==> images/detail.png <==
Region (28, 29) to (68, 69) µm. Cells in grey, sequential cells in the stronger grey; small squares are vias.
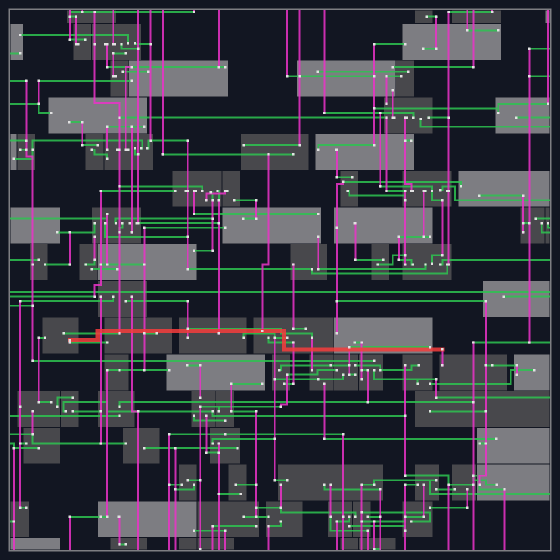
==> images/wires.png <==
Drawn at 4 px/µm. Only two layers are drawn.
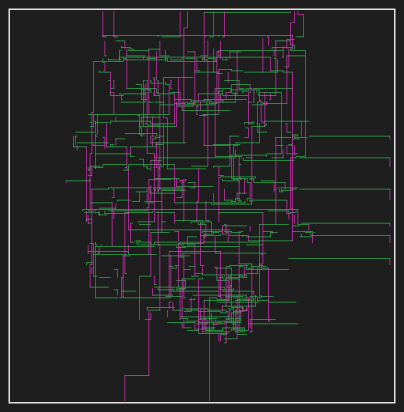
==> config.mk <==
export PLATFORM = sky130hd
export DESIGN_NAME = audio_i2s_tx_flat
export DESIGN_NICKNAME = d
export VERILOG_FILES = /design/src/rtl/audio_i2s_tx_if.sv /design/src/rtl/audio_i2s_tx.sv /design/src/flat_wrapper.sv
export SDC_FILE = /design/constraint.sdc
export NUM_CORES = 1
export LEC_CHECK = 0
export CAP_MARGIN = 10
export CORE_AREA = 4 4 92 94
export DETAILED_ROUTE_END_ITERATION = 7
export DIE_AREA = 0 0 96 98
export DONT_BUFFER_PORTS = 1
export PLACE_DENSITY = 0.45
export SLEW_MARGIN = 0
export SYNTH_ARGS = -nofsm -noshare
export SYNTH_HDL_FRONTEND = slang
export SYNTH_SLANG_ARGS = --single-unit
==> constraint.sdc <==
create_clock -name clk -period 1.8 [get_ports clk]
set_input_delay 0.36 -clock clk [delete_from_list [all_inputs] [get_ports clk]]
set_output_delay 0.36 -clock clk [all_outputs]
set_load 0.005 [all_outputs]
==> src/rtl/audio_i2s_tx_if.sv <==
// AXI-Stream sample channel between the oscillator/filter chain and the I2S transmitter.
interface audio_i2s_tx_if #(
    parameter int unsigned SAMPLE_SIZE = 16
);
    logic                   tvalid;
    logic [SAMPLE_SIZE-1:0] tdata;
    logic                   tready;

    modport master (output tvalid, output tdata, input tready);
    modport slave  (input tvalid, input tdata, output tready);
endinterface

==> src/rtl/audio_i2s_tx.sv <==
// Mono AXI-Stream sink that serialises each accepted sample onto I2S as an L=R stereo frame,
// with a one-entry holding register and underrun reporting when a frame starts empty.
module audio_i2s_tx #(
    parameter int unsigned SAMPLE_SIZE = 16,
    parameter int unsigned BCLK_DIV    = 4
) (
    input  logic           clk,
    input  logic           reset_n,
    audio_i2s_tx_if.slave  s_axis,
    output logic           bclk,
    output logic           lrclk,
    output logic           sdata,
    output logic           underrun
);
    localparam int unsigned FRAME_SLOTS = 2 * SAMPLE_SIZE;
    localparam int unsigned SLOT_W      = $clog2(FRAME_SLOTS);
    localparam int unsigned DIV_W       = (BCLK_DIV > 1) ? $clog2(BCLK_DIV) : 1;

    localparam logic [DIV_W-1:0]  DIV_LAST  = DIV_W'(BCLK_DIV - 1);
    localparam logic [SLOT_W-1:0] SLOT_LAST = SLOT_W'(FRAME_SLOTS - 1);
    localparam logic [SLOT_W-1:0] LR_FIRST  = SLOT_W'(SAMPLE_SIZE - 1);
    localparam logic [SLOT_W-1:0] LR_LAST   = SLOT_W'(FRAME_SLOTS - 2);

    logic [DIV_W-1:0]       div_cnt, div_cnt_nxt;
    logic [SLOT_W-1:0]      slot, slot_nxt;
    logic [SAMPLE_SIZE-1:0] holding, holding_nxt;
    logic [SAMPLE_SIZE-1:0] shift_q, shift_nxt;
    logic                   holding_valid, holding_valid_nxt;
    logic                   bclk_nxt, lrclk_nxt, sdata_nxt, underrun_nxt;
    logic                   div_tc, fall_evt, frame_load, accept;

    // Next-state logic: divider, slot sequencing, frame load and holding-register handshake
    always_comb begin
        div_tc            = (div_cnt == DIV_LAST);
        fall_evt          = div_tc & bclk;
        accept            = s_axis.tvalid & s_axis.tready;
        frame_load        = 1'b0;
        div_cnt_nxt       = div_tc ? '0 : div_cnt + DIV_W'(1);
        bclk_nxt          = div_tc ? ~bclk : bclk;
        slot_nxt          = slot;
        shift_nxt         = shift_q;
        lrclk_nxt         = lrclk;
        sdata_nxt         = sdata;
        underrun_nxt      = 1'b0;
        holding_nxt       = holding;
        holding_valid_nxt = holding_valid;

        if (fall_evt) begin
            frame_load = (slot == SLOT_LAST);
            slot_nxt   = frame_load ? '0 : slot + SLOT_W'(1);
            if (frame_load) begin
                shift_nxt         = holding_valid ? holding : '0;
                underrun_nxt      = ~holding_valid;
                holding_valid_nxt = 1'b0;
            end else begin
                // Rotate so the right channel replays the same word MSB first
                shift_nxt = {shift_q[SAMPLE_SIZE-2:0], shift_q[SAMPLE_SIZE-1]};
            end
            sdata_nxt = shift_nxt[SAMPLE_SIZE-1];
            // Word select leads the data by one slot
            lrclk_nxt = (slot_nxt >= LR_FIRST) && (slot_nxt <= LR_LAST);
        end

        // A beat taken on a load edge is queued for the following frame
        if (accept) begin
            holding_nxt       = s_axis.tdata;
            holding_valid_nxt = 1'b1;
        end
    end

    // State and registered outputs
    always_ff @(posedge clk) begin
        if (!reset_n) begin
            div_cnt       <= '0;
            slot          <= SLOT_LAST;
            holding       <= '0;
            holding_valid <= 1'b0;
            shift_q       <= '0;
            bclk          <= 1'b0;
            lrclk         <= 1'b0;
            sdata         <= 1'b0;
            underrun      <= 1'b0;
            s_axis.tready <= 1'b0;
        end else begin
            div_cnt       <= div_cnt_nxt;
            slot          <= slot_nxt;
            holding       <= holding_nxt;
            holding_valid <= holding_valid_nxt;
            shift_q       <= shift_nxt;
            bclk          <= bclk_nxt;
            lrclk         <= lrclk_nxt;
            sdata         <= sdata_nxt;
            underrun      <= underrun_nxt;
            s_axis.tready <= ~holding_valid_nxt;
        end
    end
endmodule

==> src/flat_wrapper.sv <==
// flat-port wrapper written by rule: the top's interface ports become plain ports
module audio_i2s_tx_flat 
#(
    parameter int unsigned SAMPLE_SIZE = 16,
    parameter int unsigned BCLK_DIV    = 4
)
  (clk, reset_n, bclk, lrclk, sdata, underrun, s_axis_tvalid, s_axis_tdata, s_axis_tready);
  audio_i2s_tx_if #(.SAMPLE_SIZE(SAMPLE_SIZE)) s_axis_i ();
  input  logic clk;
  input  logic reset_n;
  output logic bclk;
  output logic lrclk;
  output logic sdata;
  output logic underrun;
  input wire logic [$bits(s_axis_i.tvalid)-1:0] s_axis_tvalid;
  input wire logic [$bits(s_axis_i.tdata)-1:0] s_axis_tdata;
  output wire logic [$bits(s_axis_i.tready)-1:0] s_axis_tready;
  assign s_axis_i.tvalid = s_axis_tvalid;
  assign s_axis_i.tdata = s_axis_tdata;
  assign s_axis_tready = s_axis_i.tready;
  audio_i2s_tx #(.SAMPLE_SIZE(SAMPLE_SIZE), .BCLK_DIV(BCLK_DIV)) u_core (.clk(clk), .reset_n(reset_n), .s_axis(s_axis_i), .bclk(bclk), .lrclk(lrclk), .sdata(sdata), .underrun(underrun));
endmodule
==> results.txt <==
flow finished, numbers: status=completed, Power Internal=1.45 mW, reg2reg setup slack=100 ps, Seq pwr share=55.3%, M1 wire length=2.00 mm, top-count cell post-synth=dfxtp_1, xor/xnor share=0.975%, die span in x=96 µm, met3 WL=173 µm, worst setup path class=register to register, final cell count without fillers=300, postcts setup bufs=0, area leader, netlist=dfxtp_1, aoi share=19.6%, Logic Gate Count=119, Pwr top=registers, max_cap viols=0, Hold Path End=u_core.slot[2], Top delay family on crit path=AND-OR/OR-AND gates, worst setup margin=98.6 ps, YS chip area=1800 µm², area delta synth->final=11.1%, post-layout util=26.1%, Clock Power Share=39.5%, Signal buffers=7, IO buf count=0, comb area leader=AND-OR/OR-AND gates, crit-path cells=ha_1 > nand2_1 > or2_0 > a211o_1 > a311oi_1, buffering overhead=2.63%, antenna viol nets, final=0, cell row count=32, Seq cells=44, combinational power share=5.2%, switch share=21.6%, GRT overflow=0, Min-Delay Startpoint=reset_n, Pre-antenna DRT Iters=4, Inserted Clock Buffers=5, Comb gate area=752 µm², Area leader share=49.0%, Syn Area/Cell=9.26 µm², Synth async-reset ratio=0%, Clk power=0.731 mW, number of global-route vias before repair=1282, leak pwr=0.841 nW, unrepaired setup endpoints after global routing=false, Comb/total area=37.7%, Post-route DRC=0, PD cells=927 nW/µm², Top Layout Cells=dfxtp_1, nand2_1, inv_1, DR iter-0 viols=126, Worst VDD drop=0.377 mV, synthesized cell area=1800 µm², met2 wire length=1.61 mm, required time worst endpoint=2000 ps, die height=98 µm, htree depth=2, dominant logic cell type in the layout=dfxtp_1, Placed Cells=292, Clock Sinks=44, Max clock buf depth=2, top routing layer used=met3, Final Critical Period=1700 ps, CP Launch Type=register, Gates resized, CTS repair=0, invs w/o clock=20, IO Count=24, routability cong.=0.745
Notes on detail.png above:
colour	layer
magenta	metal 2
red	metal 3
green	metal 1
most frequent	dfxtp_1 (17), inv_1 (11), a222oi_1 (7)
sequential cells in the window	17
cells with their middle in the window	68
netlist names of flops here include	u_core.shift_q (8), u_core.holding (4), u_core.slot (3)

Notes on wires.png above:
colour	layer	wire length
green	metal 1	2000 µm
magenta	metal 2	1610 µm
drt total wl: 3.78 mm
GRT Util Overall: 8.58%
total number of vias: 1328
routed wire length per instance: 12.6 µm

Power figures rest on the tool's default switching activity, not on a simulated workload.
